**config.mk**
```make
export PLATFORM = sky130hd
export DESIGN_NAME = fetch_stage
export DESIGN_NICKNAME = d
export VERILOG_FILES = /design/src/rtl/lake_pkg.sv /design/src/rtl/if_id_reg.sv /design/src/rtl/fetch_stage.sv
export SDC_FILE = /design/constraint.sdc
export NUM_CORES = 1
export LEC_CHECK = 0
export CORE_MARGIN = 8
export CORE_UTILIZATION = 45
export CTS_CLUSTER_DIAMETER = 60
export DETAILED_ROUTE_END_ITERATION = 6
export GPL_TIMING_DRIVEN = 0
export PLACE_DENSITY = 0.82
export SETUP_SLACK_MARGIN = 0.1
export SLEW_MARGIN = 40
export SYNTH_ARGS = -nofsm -noshare
export SYNTH_HDL_FRONTEND = slang
export SYNTH_HIERARCHICAL = 1
export SYNTH_SLANG_ARGS = --single-unit
```
**constraint.sdc**
```tcl
create_clock -name i_clk -period 3 [get_ports i_clk]
set_input_delay 0.6 -clock i_clk [delete_from_list [all_inputs] [get_ports i_clk]]
set_output_delay 0.6 -clock i_clk [all_outputs]
set_load 0.005 [all_outputs]
```
**src/rtl/lake_pkg.sv**
```systemverilog
// lake_pkg: shared fetch-stage types, constants and address check
package lake_pkg;
  localparam int INST_W = 32;
  localparam logic [INST_W-1:0] NOP_INST = 32'h0000_0013;
  typedef enum logic [0:0] {RUN = 1'b0, HALT = 1'b1} fetch_state_t;
  function automatic logic bad_addr(input logic [31:0] a, input logic [31:0] max_pc);
    return (a[1:0] != 2'b00) || (a > max_pc);
  endfunction
endpackage

```
**src/rtl/if_id_reg.sv**
```systemverilog
// if_id_reg: IF/ID pipeline register with load/flush/hold controls
module if_id_reg
  import lake_pkg::*;
(
  input  logic              clk,
  input  logic              rst,
  input  logic              load,
  input  logic              flush,
  input  logic [INST_W-1:0] inst,
  input  logic [31:0]       pc,
  output logic              valid,
  output logic [INST_W-1:0] id_inst,
  output logic [31:0]       id_pc,
  output logic [31:0]       id_pc4
);
  always_ff @(posedge clk) begin
    if (rst) begin
      valid   <= 1'b0;
      id_inst <= NOP_INST;
      id_pc   <= 32'h0;
      id_pc4  <= 32'h4;
    end else if (flush) begin
      valid   <= 1'b0;
      id_inst <= NOP_INST;
    end else if (load) begin
      valid   <= 1'b1;
      id_inst <= inst;
      id_pc   <= pc;
      id_pc4  <= pc + 32'h4;
    end
  end
endmodule

```
**src/rtl/fetch_stage.sv**
```systemverilog
// fetch_stage: PC + RUN/HALT FSM feeding an IF/ID register, with redirect and bad-address halt
module fetch_stage
  import lake_pkg::*;
#(
  parameter logic [31:0] RESET_PC  = 32'h0000_0000,
  parameter int          IMEM_SIZE = 256
) (
  input  logic              i_clk,
  input  logic              i_rst,
  output logic [31:0]       o_pc,
  input  logic [INST_W-1:0] i_inst,
  input  logic              i_redirect,
  input  logic [31:0]       i_redirect_pc,
  output logic              o_id_valid,
  input  logic              i_id_ready,
  output logic [INST_W-1:0] o_id_inst,
  output logic [31:0]       o_id_pc,
  output logic [31:0]       o_id_pc4,
  output logic              o_fault,
  output logic [31:0]       o_fault_pc
);
  localparam logic [31:0] MAX_PC = 32'(IMEM_SIZE - 4);
  fetch_state_t state;
  logic adv, run, pc_bad, redir_bad, load, flush;
  assign adv       = !o_id_valid || i_id_ready;
  assign run       = state == RUN;
  assign pc_bad    = bad_addr(o_pc, MAX_PC);
  assign redir_bad = bad_addr(i_redirect_pc, MAX_PC);
  // a redirect flushes even an entry decode is taking this cycle
  assign flush     = i_redirect || (run && adv && pc_bad);
  assign load      = run && !i_redirect && adv && !pc_bad;
  assign o_fault   = state == HALT;
  always_ff @(posedge i_clk) begin
    if (i_rst) begin
      state      <= RUN;
      o_pc       <= RESET_PC;
      o_fault_pc <= 32'h0;
    end else if (i_redirect) begin
      state      <= redir_bad ? HALT : RUN;
      o_pc       <= redir_bad ? o_pc : i_redirect_pc;
      o_fault_pc <= redir_bad ? i_redirect_pc : o_fault_pc;
    end else if (run && adv) begin
      state      <= pc_bad ? HALT : RUN;
      o_pc       <= pc_bad ? o_pc : o_pc + 32'h4;
      o_fault_pc <= pc_bad ? o_pc : o_fault_pc;
    end
  end
  if_id_reg u_if_id (
    .clk     (i_clk),
    .rst     (i_rst),
    .load    (load),
    .flush   (flush),
    .inst    (i_inst),
    .pc      (o_pc),
    .valid   (o_id_valid),
    .id_inst (o_id_inst),
    .id_pc   (o_id_pc),
    .id_pc4  (o_id_pc4)
  );
endmodule

```
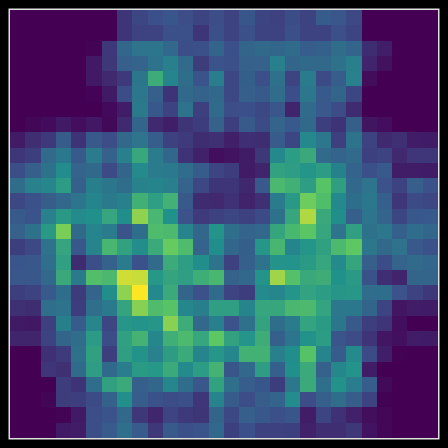
run_1/route_heat.png
28 x 28 tiles, from dark purple (low) to yellow (high), scaled to the fullest tile. Values are wire area over tile area, all layers added.
The fullest tile reaches 0.71. 17% of the tiles are over half the peak. 15% of the tiles are nearly empty. The emptiest ninth of the die: north-west. The mean over all tiles is 0.20.
DR WL/cell: 20.0 um
wirelength, routed: 23600 um

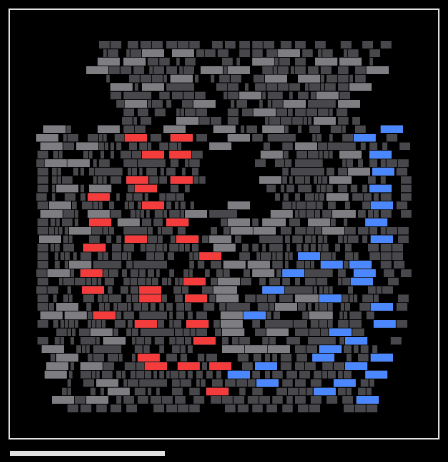
run_1/ff_map.png
The bar under the picture is 50 um long. Other sequential cells in the stronger gray, the rest of the logic in the fainter gray.
Key: red = u_if_id/id_pc4 [sequential cells 30]; blue = o_fault_pc [sequential cells 32]
Post-Route Utilization: 0.678
FF/Latch Area: 3210 um2

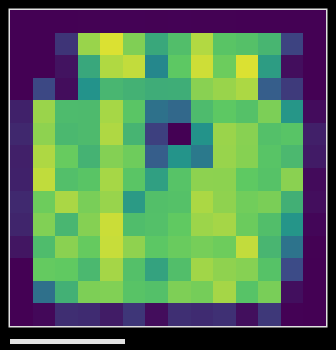
run_1/util_map.png
The bar under the picture is 50 um long. 14 x 14 tiles, from dark purple (low) to yellow (high), 0 to 100% covered.
33% of the tiles are over 75% full. 16% of the tiles are nearly empty. The emptiest ninth of the die: north-west. The fullest tile reaches 95%.
FP Core Util: 0.460
Core Region: 14500 um2

==> out/metrics.cfg, run 1 <==
[outcome]
status=completed

[cts]
path_clk_slew_ns=0.06
clock-root-buffer=clkbuf_16
cts_max_level=4

[place]
gp_congestion=0.858
dp_hpwl_um=17300
place_area_um2=9180
io_buffers=229
place_ws_ns=-0.924

[yosys]
netlist.area_leader.share=0.481
ys_types=55
dominantRegCellSynth=dfxtp_1
ys_area_um2=6660
mux_area_frac=0.0917
ys_ff=160
netlist_top_cells_area=dfxtp_1 (48%), mux2i_1 (9.2%), a21oi_1 (5.9%), nand2_1 (4.8%), a211oi_1 (4.4%)
adder_share=0.00376

[global_routing]
grt_overflow_total=0
grt_pass1_wl_um=35100
grt_pass1_vias=6384
grt_usage=0.240

[worst_setup_path]
cp_max_fo=13
critPathTopFamily=buffers and inverters

[finish]
flop-count=160
n_antenna_cell=0
final_cells=1179
drive_gt1_frac=0.0693
design_area_um2=9820
area_dominant_class=registers
comb_cells=512

[route]
drt_iter0_markers=618
wl_met2_um=11600
highest_layer=met4
first_pass_iters=5

[floorplanning]
die_w_um=138
std_cell_rows=44
die_height_um=138
nWellTaps=184

[power_and_ir_drop]
vdd_ir_drop_max_v=0.000386

[run]
drv_cap=0

[worst_hold_path]
min_path_type=reg2reg

[sta]
skew_ns=0.00952
finalHoldViolations=0
drv_slew=0
rsz0062_at_grt=no
setup_ws_ns=0.189

## run 1: tightest hold or removal path, delay by kind of cell, from the launching register on
kind | cells | cell delay, ns
compound gates | 1 | 0.05
simple gates | 1 | 0.05
flops | 1 | 0.31
## run 1: power breakdown
group	switching [mW]	total [mW]	internal, mW
clock	0.838	2.18	1.34
sequential	0.0654	2.28	2.21
combinational	0.300	0.652	0.352
total	1.20	5.11	3.91
## run 1: state kept, by name, indices dropped and copies added (netlist names)
signal           flops
o_fault              1
o_pc                32
o_fault_pc          32
u_if_id/id_pc4      30
u_if_id/valid        1
u_if_id/id_inst     32
u_if_id/id_pc       32
## run 1: placed cells by master (no fill, tap or decap), types with 7 or more instances in the layout
cell type	instances
inv_1	8
nor3_1	7
o31ai_1	10
nor2_1	48
mux2i_1	61
clkbuf_2	13
o21ai_0	31
or4_1	12
nand4_1	11
a211oi_1	39
clkdlybuf4s50_1	229
a31oi_1	15
and4_1	7
a21oi_1	78
nand3_1	16
xnor2_1	7
clkbuf_1	36
and2_1	25
dfxtp_1	155
nand2_1	85
clkbuf_16	17
## run 1: Yosys cell counts (all sizes together), types with 5 or more instances
cell type    n
and2        26
o31ai       10
nor2        48
xor2         5
clkbuf      48
or3          6
mux2i       61
nand2       85
dfxtp      160
nand3       17
xnor2        7
or4         12
inv          8
o21ai       32
a21oi       78
and4         7
buf          8
a31oi       15
a211oi      39
nand4       13
nor3         7
nor4        12
## run 1: path summary, 6_finish.rpt
kind | start | end | slack, ns | depth (start not counted)
worst max register to register | o_pc[9] | u_if_id/id_pc4[28] | 0.20 | 10
worst min register to register | u_if_id/id_pc[26] | u_if_id/id_pc[26] | 0.46 | 2
worst min-delay path | u_if_id/id_pc[26] | u_if_id/id_pc[26] | 0.46 | 2
worst max-delay path | i_redirect | u_if_id/id_pc4[28] | 0.19 | 11
run_1/clock_nets.png
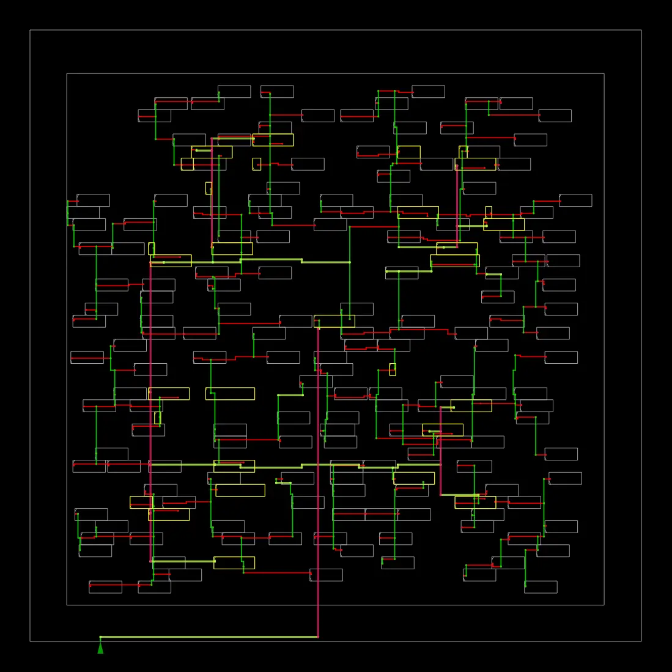

==> inputs of run 2 (changes only) <==
CORE_MARGIN = 3   (was 8)
SKIP_CTS_REPAIR_TIMING = 1   (was unset)
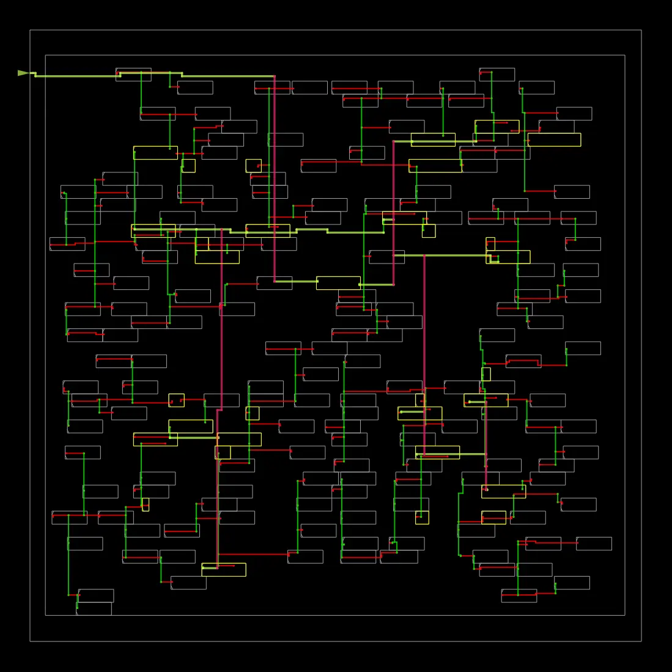
run_2/clock_nets.png
Flops: 160
Inserted Clock Buffers: 17

==> run 2 against run 1 <==
  * Core utilization is 1.5 points higher
  * Via count up 0.41%
  * Critical path type unchanged
  * Highest routed layer unchanged
  * Critical path depth fell by 4
  * Design area barely moved
  * Clock-buffer cell count shrank 5
  * Non-clock buffer count is 1 higher
  * Sequential share of layout area about the same
  * Synthesized area unchanged
  * Clock power down 2%
==> out/metrics.cfg, run 2 <==
[power_and_ir_drop]
switchingPower_mw=1.24  ; +3.3%
p_clk_frac=0.420  ; -0.006
seq_power_mw=2.28  ; about the same
swShare=0.246  ; +0.0106
seq_power_share=0.451  ; +0.005
power.group.top=sequential cells
p_int_mw=3.81  ; -2.5%
power_clock_mw=2.13  ; -2%
vdd_ir_drop_max_v=0.000375  ; -2.8%

[floorplanning]
die_height_um=128  ; -7.3%
std_cell_rows=43  ; -2.3%
die_w_um=128  ; -7.3%
core-area_um2=14100  ; -2.3%
fp_util=0.471  ; +0.0107

[finish]
final_cell_mix=clkdlybuf4s50_1 (229), dfxtp_1 (154), nand2_1 (85)
drive_gt1_frac=0.0762  ; +0.00681
n_antenna_cell=0  ; unchanged
mostFrequentLayoutCell=clkdlybuf4s50_1

[yosys]
netlist_top_cells_area=dfxtp_1 (48%), mux2i_1 (9.2%), a21oi_1 (5.9%), nand2_1 (4.8%), a211oi_1 (4.4%)
netlist.area_leader.share=0.481  ; unchanged
ys_area_um2=6660  ; unchanged
ys_ff=160  ; unchanged
ys_types=55  ; unchanged
dominantRegCellSynth=dfxtp_1

[sta]
skew_ns=0.00724  ; -0.00228 ns

[cts]
cts_max_level=4  ; unchanged

[route]
first_pass_iters=5  ; unchanged
drt_iter0_markers=699  ; +13%

[global_routing]
grt_overflow_total=0  ; unchanged
grt_pass1_vias=6439  ; +0.86%
grt_pass1_wl_um=35100  ; about the same

[run]
drv_cap=0  ; unchanged

[worst_setup_path]
critPathTopFamily=simple AND/OR/NAND/NOR gates
cp_max_fo=10  ; -3
r2r_setup_slack_ns=0.27  ; +0.07 ns

[place]
dp_hpwl_um=16200  ; -6.4%
gp_congestion=0.907  ; +5.7%
io_buffers=229  ; unchanged

[worst_hold_path]
min_path_type=reg2reg

[outcome]
status=completed

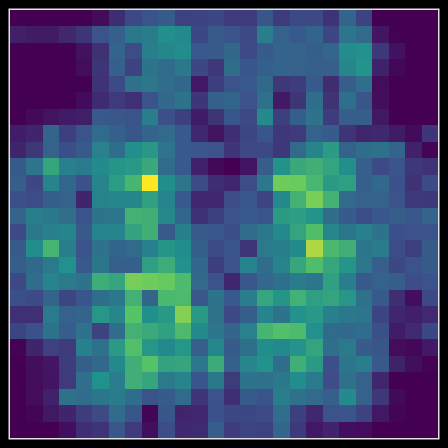
run_2/route_heat.png
26 x 26 tiles, from dark purple (low) to yellow (high), scaled to the fullest tile. Values are wire area over tile area, all layers added.
The fullest tile reaches 0.76. 10% of the tiles are nearly empty. The mean over all tiles is 0.22. The emptiest ninth of the die: north-west. 13% of the tiles are over half the peak.
DR WL/cell: 19.0 um
gr usage total: 0.271
vias after detailed routing: 6673
wirelength, routed: 22400 um

run 2: cell counts after synthesis:
No cell type changed its count.
run 2: cell families (layout without fill, tap and decap cells):
family                     count (synthesis)  count (layout)  synth area share
AOI/OAI and AO/OA                        190             190             0.174
buffers and inverters                     64             326            0.0411
and+or+nand+nor                          247             247             0.193
xor gates and xnor gates                  12              12            0.0158
adders and majority gates                  2               2           0.00376
muxes                                     61              61            0.0917
DFF                                      160             160             0.481
run 2: path summary, 6_finish.rpt:
| kind | startpoint | to | cells after the start |
|---|---|---|---|
| worst max-delay path | i_redirect_pc[15] | o_pc[29] | 7 |
| worst min-delay path | u_if_id/id_pc[25] | u_if_id/id_pc[25] | 2 |
| worst max register to register | o_pc[18] | u_if_id/id_pc4[26] | 10 |
| worst min register to register | u_if_id/id_pc[25] | u_if_id/id_pc[25] | 2 |
run 2: area by class of cell:
class | instances | area, um2 | share of cell area
plain buffers | 56 | 272 | 0.0277
clock buffers | 19 | 443 | 0.0451
clock inverters | 13 | 139 | 0.0141
inverters | 8 | 30.0 | 0.00306
multi-input cells | 512 | 3200 | 0.326
flip-flops and latches | 160 | 3210 | 0.327
well taps | 180 | 225 | 0.0229
repair buffers | 230 | 2300 | 0.234
run 2: through the flow:
stage	area (um2)	std cells	setup slack [ns]
detailed placement	9180	1145	-0.881
global route	9820	1178	0.0926
CTS	9760	1177	-0.560
global placement	9180	1145	-0.850
floorplan	6660	736	0.327
finish	9820	1178	0.271
run 2: layer usage:
metal / routed length [um] / share of wire / global-route usage
met2: 10700 / 0.48 / 0.436
met1: 9520 / 0.42 / 0.355
met3: 1580 / 0.071 / 0.0623
met5: 0 / 0 / 0
met4: 570 / 0.025 / 0.105
Power figures rest on the tool's default switching activity, not on a simulated workload.
